--- src/rtl/div_reconstruct.sv ---
// Rebuilds a divider's dividend as recon = q*d + r and flags whether the triple is a legal divider output.
// Latency: done pulses WIDTH+1 edges after start is accepted; one operation in flight at a time.
// Backpressure: start is accepted only while busy=0; start during busy is dropped, not queued.
//
// Ports:
//   clk, rst_n               clock, asynchronous active-low reset
//   start, is_signed         request strobe and operand mode (captured at accept)
//   q_in, d_in, r_in         quotient, divisor, remainder (WIDTH bits)
//   busy, done               operation in flight / one-cycle result strobe
//   product, recon           q*d and q*d + r (2*WIDTH bits), held until the next result
//   recon_fits, consistent   recon fits a WIDTH-bit dividend / triple is a valid divider output
module div_reconstruct #(
   parameter int WIDTH = 8
) (
   input  logic               clk,
   input  logic               rst_n,
   input  logic               start,
   input  logic               is_signed,
   input  logic [WIDTH-1:0]   q_in,
   input  logic [WIDTH-1:0]   d_in,
   input  logic [WIDTH-1:0]   r_in,
   output logic               busy,
   output logic               done,
   output logic [2*WIDTH-1:0] product,
   output logic [2*WIDTH-1:0] recon,
   output logic               recon_fits,
   output logic               consistent
);

   localparam int PW = 2 * WIDTH;
   localparam int CW = $clog2(WIDTH + 1);

   typedef enum logic [1:0] {IDLE, MUL, FIX} state_t;

   state_t          state_q, state_d;
   logic            sgn_q, sgn_d;
   logic            neg_q, neg_d;
   logic [WIDTH-1:0] mcand_q, mcand_d;
   logic [WIDTH-1:0] mplier_q, mplier_d;
   logic [PW-1:0]   acc_q, acc_d;
   logic [CW-1:0]   cnt_q, cnt_d;
   logic [WIDTH-1:0] d_q, d_d;
   logic [WIDTH-1:0] r_q, r_d;
   logic [PW-1:0]   product_q, product_d;
   logic [PW-1:0]   recon_q, recon_d;
   logic            fits_q, fits_d;
   logic            cons_q, cons_d;
   logic            done_q, done_d;

   // Magnitude in WIDTH bits; the most negative value maps to 2^(WIDTH-1), which still fits unsigned.
   function automatic logic [WIDTH-1:0] mag(input logic s, input logic [WIDTH-1:0] x);
      return (s && x[WIDTH-1]) ? -x : x;
   endfunction

   logic [PW-1:0]    addend;
   logic [PW-1:0]    prod_fix;
   logic [PW-1:0]    r_ext;
   logic [PW-1:0]    recon_fix;
   logic             fits_fix;
   logic             sign_ok;
   logic             cons_fix;

   always_comb begin
      addend    = {{WIDTH{1'b0}}, mcand_q} << cnt_q;
      prod_fix  = neg_q ? -acc_q : acc_q;
      r_ext     = {{WIDTH{sgn_q & r_q[WIDTH-1]}}, r_q};
      recon_fix = prod_fix + r_ext;
      // Signed fit: the top WIDTH+1 bits must all be copies of the sign.
      fits_fix  = sgn_q ? ((&recon_fix[PW-1:WIDTH-1]) | ~(|recon_fix[PW-1:WIDTH-1]))
                        : ~(|recon_fix[PW-1:WIDTH]);
      // Truncating division gives the remainder the dividend's sign (or zero).
      sign_ok   = !sgn_q || (r_q == '0) || (r_q[WIDTH-1] == recon_fix[PW-1]);
      cons_fix  = (d_q != '0) && (mag(sgn_q, r_q) < mag(sgn_q, d_q)) && sign_ok && fits_fix;
   end

   always_comb begin
      state_d   = state_q;
      sgn_d     = sgn_q;
      neg_d     = neg_q;
      mcand_d   = mcand_q;
      mplier_d  = mplier_q;
      acc_d     = acc_q;
      cnt_d     = cnt_q;
      d_d       = d_q;
      r_d       = r_q;
      product_d = product_q;
      recon_d   = recon_q;
      fits_d    = fits_q;
      cons_d    = cons_q;
      done_d    = 1'b0;
      case (state_q)
         IDLE: begin
            if (start) begin
               sgn_d    = is_signed;
               neg_d    = is_signed & (q_in[WIDTH-1] ^ d_in[WIDTH-1]);
               mplier_d = mag(is_signed, q_in);
               mcand_d  = mag(is_signed, d_in);
               d_d      = d_in;
               r_d      = r_in;
               acc_d    = '0;
               cnt_d    = '0;
               state_d  = MUL;
            end
         end
         MUL: begin
            if (mplier_q[0]) begin
               acc_d = acc_q + addend;
            end
            mplier_d = mplier_q >> 1;
            cnt_d    = cnt_q + 1'b1;
            if (cnt_q == CW'(WIDTH - 1)) begin
               state_d = FIX;
            end
         end
         FIX: begin
            product_d = prod_fix;
            recon_d   = recon_fix;
            fits_d    = fits_fix;
            cons_d    = cons_fix;
            done_d    = 1'b1;
            state_d   = IDLE;
         end
         default: state_d = IDLE;
      endcase
   end

   always_ff @(posedge clk or negedge rst_n) begin
      if (!rst_n) begin
         state_q   <= IDLE;
         sgn_q     <= 1'b0;
         neg_q     <= 1'b0;
         mcand_q   <= '0;
         mplier_q  <= '0;
         acc_q     <= '0;
         cnt_q     <= '0;
         d_q       <= '0;
         r_q       <= '0;
         product_q <= '0;
         recon_q   <= '0;
         fits_q    <= 1'b0;
         cons_q    <= 1'b0;
         done_q    <= 1'b0;
      end else begin
         state_q   <= state_d;
         sgn_q     <= sgn_d;
         neg_q     <= neg_d;
         mcand_q   <= mcand_d;
         mplier_q  <= mplier_d;
         acc_q     <= acc_d;
         cnt_q     <= cnt_d;
         d_q       <= d_d;
         r_q       <= r_d;
         product_q <= product_d;
         recon_q   <= recon_d;
         fits_q    <= fits_d;
         cons_q    <= cons_d;
         done_q    <= done_d;
      end
   end

   assign busy       = (state_q != IDLE);
   assign done       = done_q;
   assign product    = product_q;
   assign recon      = recon_q;
   assign recon_fits = fits_q;
   assign consistent = cons_q;

endmodule
--- config.mk ---
export PLATFORM = sky130hd
export DESIGN_NAME = div_reconstruct
export DESIGN_NICKNAME = d
export VERILOG_FILES = /design/src/rtl/div_reconstruct.sv
export SDC_FILE = /design/constraint.sdc
export NUM_CORES = 1
export LEC_CHECK = 0
export ABC_AREA = 1
export CORE_ASPECT_RATIO = 2
export CORE_MARGIN = 8
export CORE_UTILIZATION = 45
export DETAILED_ROUTE_END_ITERATION = 7
export GPL_ROUTABILITY_DRIVEN = 0
export HOLD_SLACK_MARGIN = 0.1
export PLACE_DENSITY = 0.68
export RECOVER_POWER = 50
export SYNTH_ARGS = -nofsm -noshare
export SYNTH_HDL_FRONTEND = slang
export SYNTH_SLANG_ARGS = --single-unit
--- constraint.sdc ---
create_clock -name clk -period 2.8 [get_ports clk]
set_clock_uncertainty 0.15 [all_clocks]
set_input_delay 0.84 -clock clk [delete_from_list [all_inputs] [get_ports clk]]
set_output_delay 0.84 -clock clk [all_outputs]
set_load 0.02 [all_outputs]
Fig. 1: routed clock nets over the placement
Bar = 20 um.
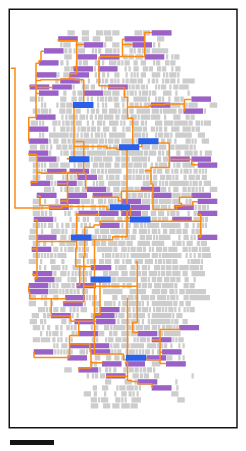
- blue: clock-net drivers (count 9)
- orange: clock wires (length 1400 um)
- purple: flip-flops (count 90)
- flops lie: widely spread
- routed clock nets: 10

Fig. 2: wire density map
Bar = 20 um. The die is cut into 20 by 38 equal tiles; white is low, dark blue is high, scaled to the fullest tile. Values are wire area over tile area, all layers added.
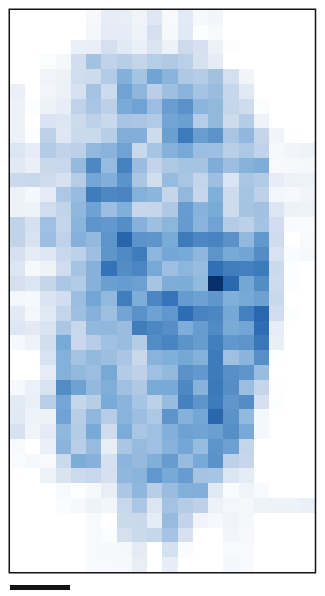
- fullest tile: 0.73
- mean over tiles: 0.19
- tiles over half the peak: 17%
- nearly empty tiles: 23%
- densest ninth of the die: centre

==> results.cfg <==
; physical design summary
[logic_synthesis]
syn_avg_cell_area_um2 = 7.36
synth_area_um2 = 6690
ys_async_sr_fraction_pct = 100
numSynthFlops = 90

[final_layout]
mostFrequentLayoutCell = nand2_1
n_fill_cell = 1154
drive_gt1_share_pct = 33.9
syn_to_final_growth_pct = 47.9

[critical_path]
worst_ep_required_time_ns = 2.95
worstSetupPathType = flip-flop to flip-flop
crit_path_end_kind = flip-flop

[timing]
whs_ns = 0.332
drv_slew = 34
min_period_ns = 3.10
layout_setup_ws_ns = -0.297
setup_viol = 13

[hold_path]
hp-class = flip-flop to flip-flop

[clocking]
clock_path_buffers = 2
clk_pin_slew_ns = 0.07
cts_sinks = 90
insertion_delay_ns = 0.36
cts.htree.levels = 3

[placement]
port-buffer-count = 63
place_area_um2 = 8600
pre_cts_ws_ns = -0.303
dp_hpwl_mm = 15.2

[run_status]
violations = max-capacitance violations, max-slew violations, negative setup slack
status = complete, but fails checks

[routing]
wl_mm = 22.5
drt_iter0_drc = 364

[floorplan]
dieArea_um2 = 19300

[job]
cap_viol_max_count = 1

[global_routing]
antenna_found_initial = 0
grt_overflow = 0
grt_max_degree = 37
Fig. 3: layout detail
Window x 31 to 71, y 74 to 114 um. Cells in grey, sequential cells in the stronger grey; small squares are vias.
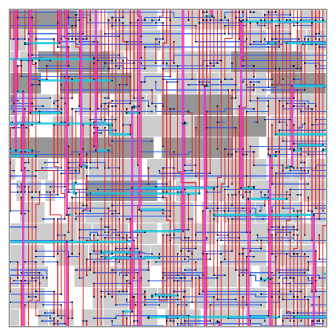
- cyan: M3
- magenta: M4
- blue: M1
- red: M2
- netlist names of flops here include: acc_q (8)
- cells with their middle in the window: 157
- most frequent: buf_4 (34), nand2_1 (17), inv_1 (12)
- sequential cells in the window: 11

## cells by family (layout without fill, tap and decap cells)
family	Yosys count	count (layout)	synth area share [%]
compound gates	172	172	14.9
xor+xnor	32	32	4.19
fa+ha+maj	46	46	8.82
buf+inv	137	365	7.81
flops	90	90	33.6
mux	1	1	0.150
simple gates	431	431	30.5
## final timing paths
check	startpoint	end	slack [ns]	cells past startpoint
setup / recovery	acc_q[0]	consistent	-0.30	23
hold / removal	recon[0]	recon[0]	0.33	2
setup reg to reg	acc_q[0]	consistent	-0.30	23
hold reg to reg	recon[0]	recon[0]	0.33	2
max in group asynchronous	rst_n	acc_q[5]	0.19	2
min in group asynchronous	rst_n	cnt_q[1]	0.80	1
## stage by stage
step,cells,util (%),TNS (ns)
CTS,1329,64.3,-0.549
detailed placement,1290,58.6,-2.52
finish,1332,67.5,-1.96
global route,1332,67.5,-13.02
global placement,1290,58.6,-1.59
floorplan,909,-,-0.0465
## area by class of cell
cell class                      count  area, um^2  share of cell area [%]
Tap cell                          195         244                    2.46
Timing Repair Buffer              233        1940                    19.6
Multi-Input combinational cell    682        4720                    47.7
Inverter                          117         442                    4.46
Clock buffer                        9         225                    2.27
Clock inverter                      6        75.1                   0.758
Sequential cell                    90        2250                    22.8
## cell usage after synthesis (2+ instances only)
master | n | area, um^2
o31ai_1 | 5 | 37.5
a21oi_1 | 37 | 185
nand2_4 | 9 | 101
buf_4 | 2 | 15.0
inv_2 | 5 | 18.8
o221ai_1 | 6 | 52.6
dfrtp_1 | 90 | 2250
o21bai_1 | 2 | 15.0
fa_1 | 2 | 40.0
nand3_4 | 5 | 87.6
o21ai_2 | 2 | 17.5
xnor2_1 | 9 | 78.8
o22ai_1 | 9 | 56.3
nand2_1 | 235 | 882
nor3b_1 | 2 | 15.0
nor2_2 | 3 | 18.8
clkbuf_1 | 16 | 60.1
ha_1 | 44 | 551
nand2_2 | 13 | 81.3
nand3_1 | 43 | 215
nand3_2 | 11 | 110
inv_1 | 109 | 409
nor3_1 | 11 | 55.1
xor2_1 | 23 | 201
nor2_1 | 76 | 285
o21ai_0 | 80 | 400
nor2_4 | 3 | 33.8
a22oi_1 | 6 | 45.0
o21ai_1 | 2 | 10.0
o2111ai_1 | 2 | 17.5
a31oi_1 | 11 | 68.8
or2_2 | 5 | 31.3
clkinv_1 | 3 | 11.3
o211ai_1 | 3 | 22.5
nand4_1 | 12 | 75.1
## per-layer routing
layer	share of wire [%]	wire length, um	vias to the layer above	global-route usage [%]
li1	-	-	3449	-
met3	3.8	852	83	3.33
met2	51	11600	236	37.6
met5	0	0	-	0
met1	39	8860	3465	25.2
met4	5.3	1180	0	10.7
## tightest hold or removal path: cells and delay by family, from the launching register on
family	cells	cell delay, ns
and+or+nand+nor	2	0.10
DFF	1	0.34
## what timing repair did
action,in CTS,in global routing
pin swaps,52,77
setup endpoints to repair,18,21
resized,95,114
setup buffers,24,8
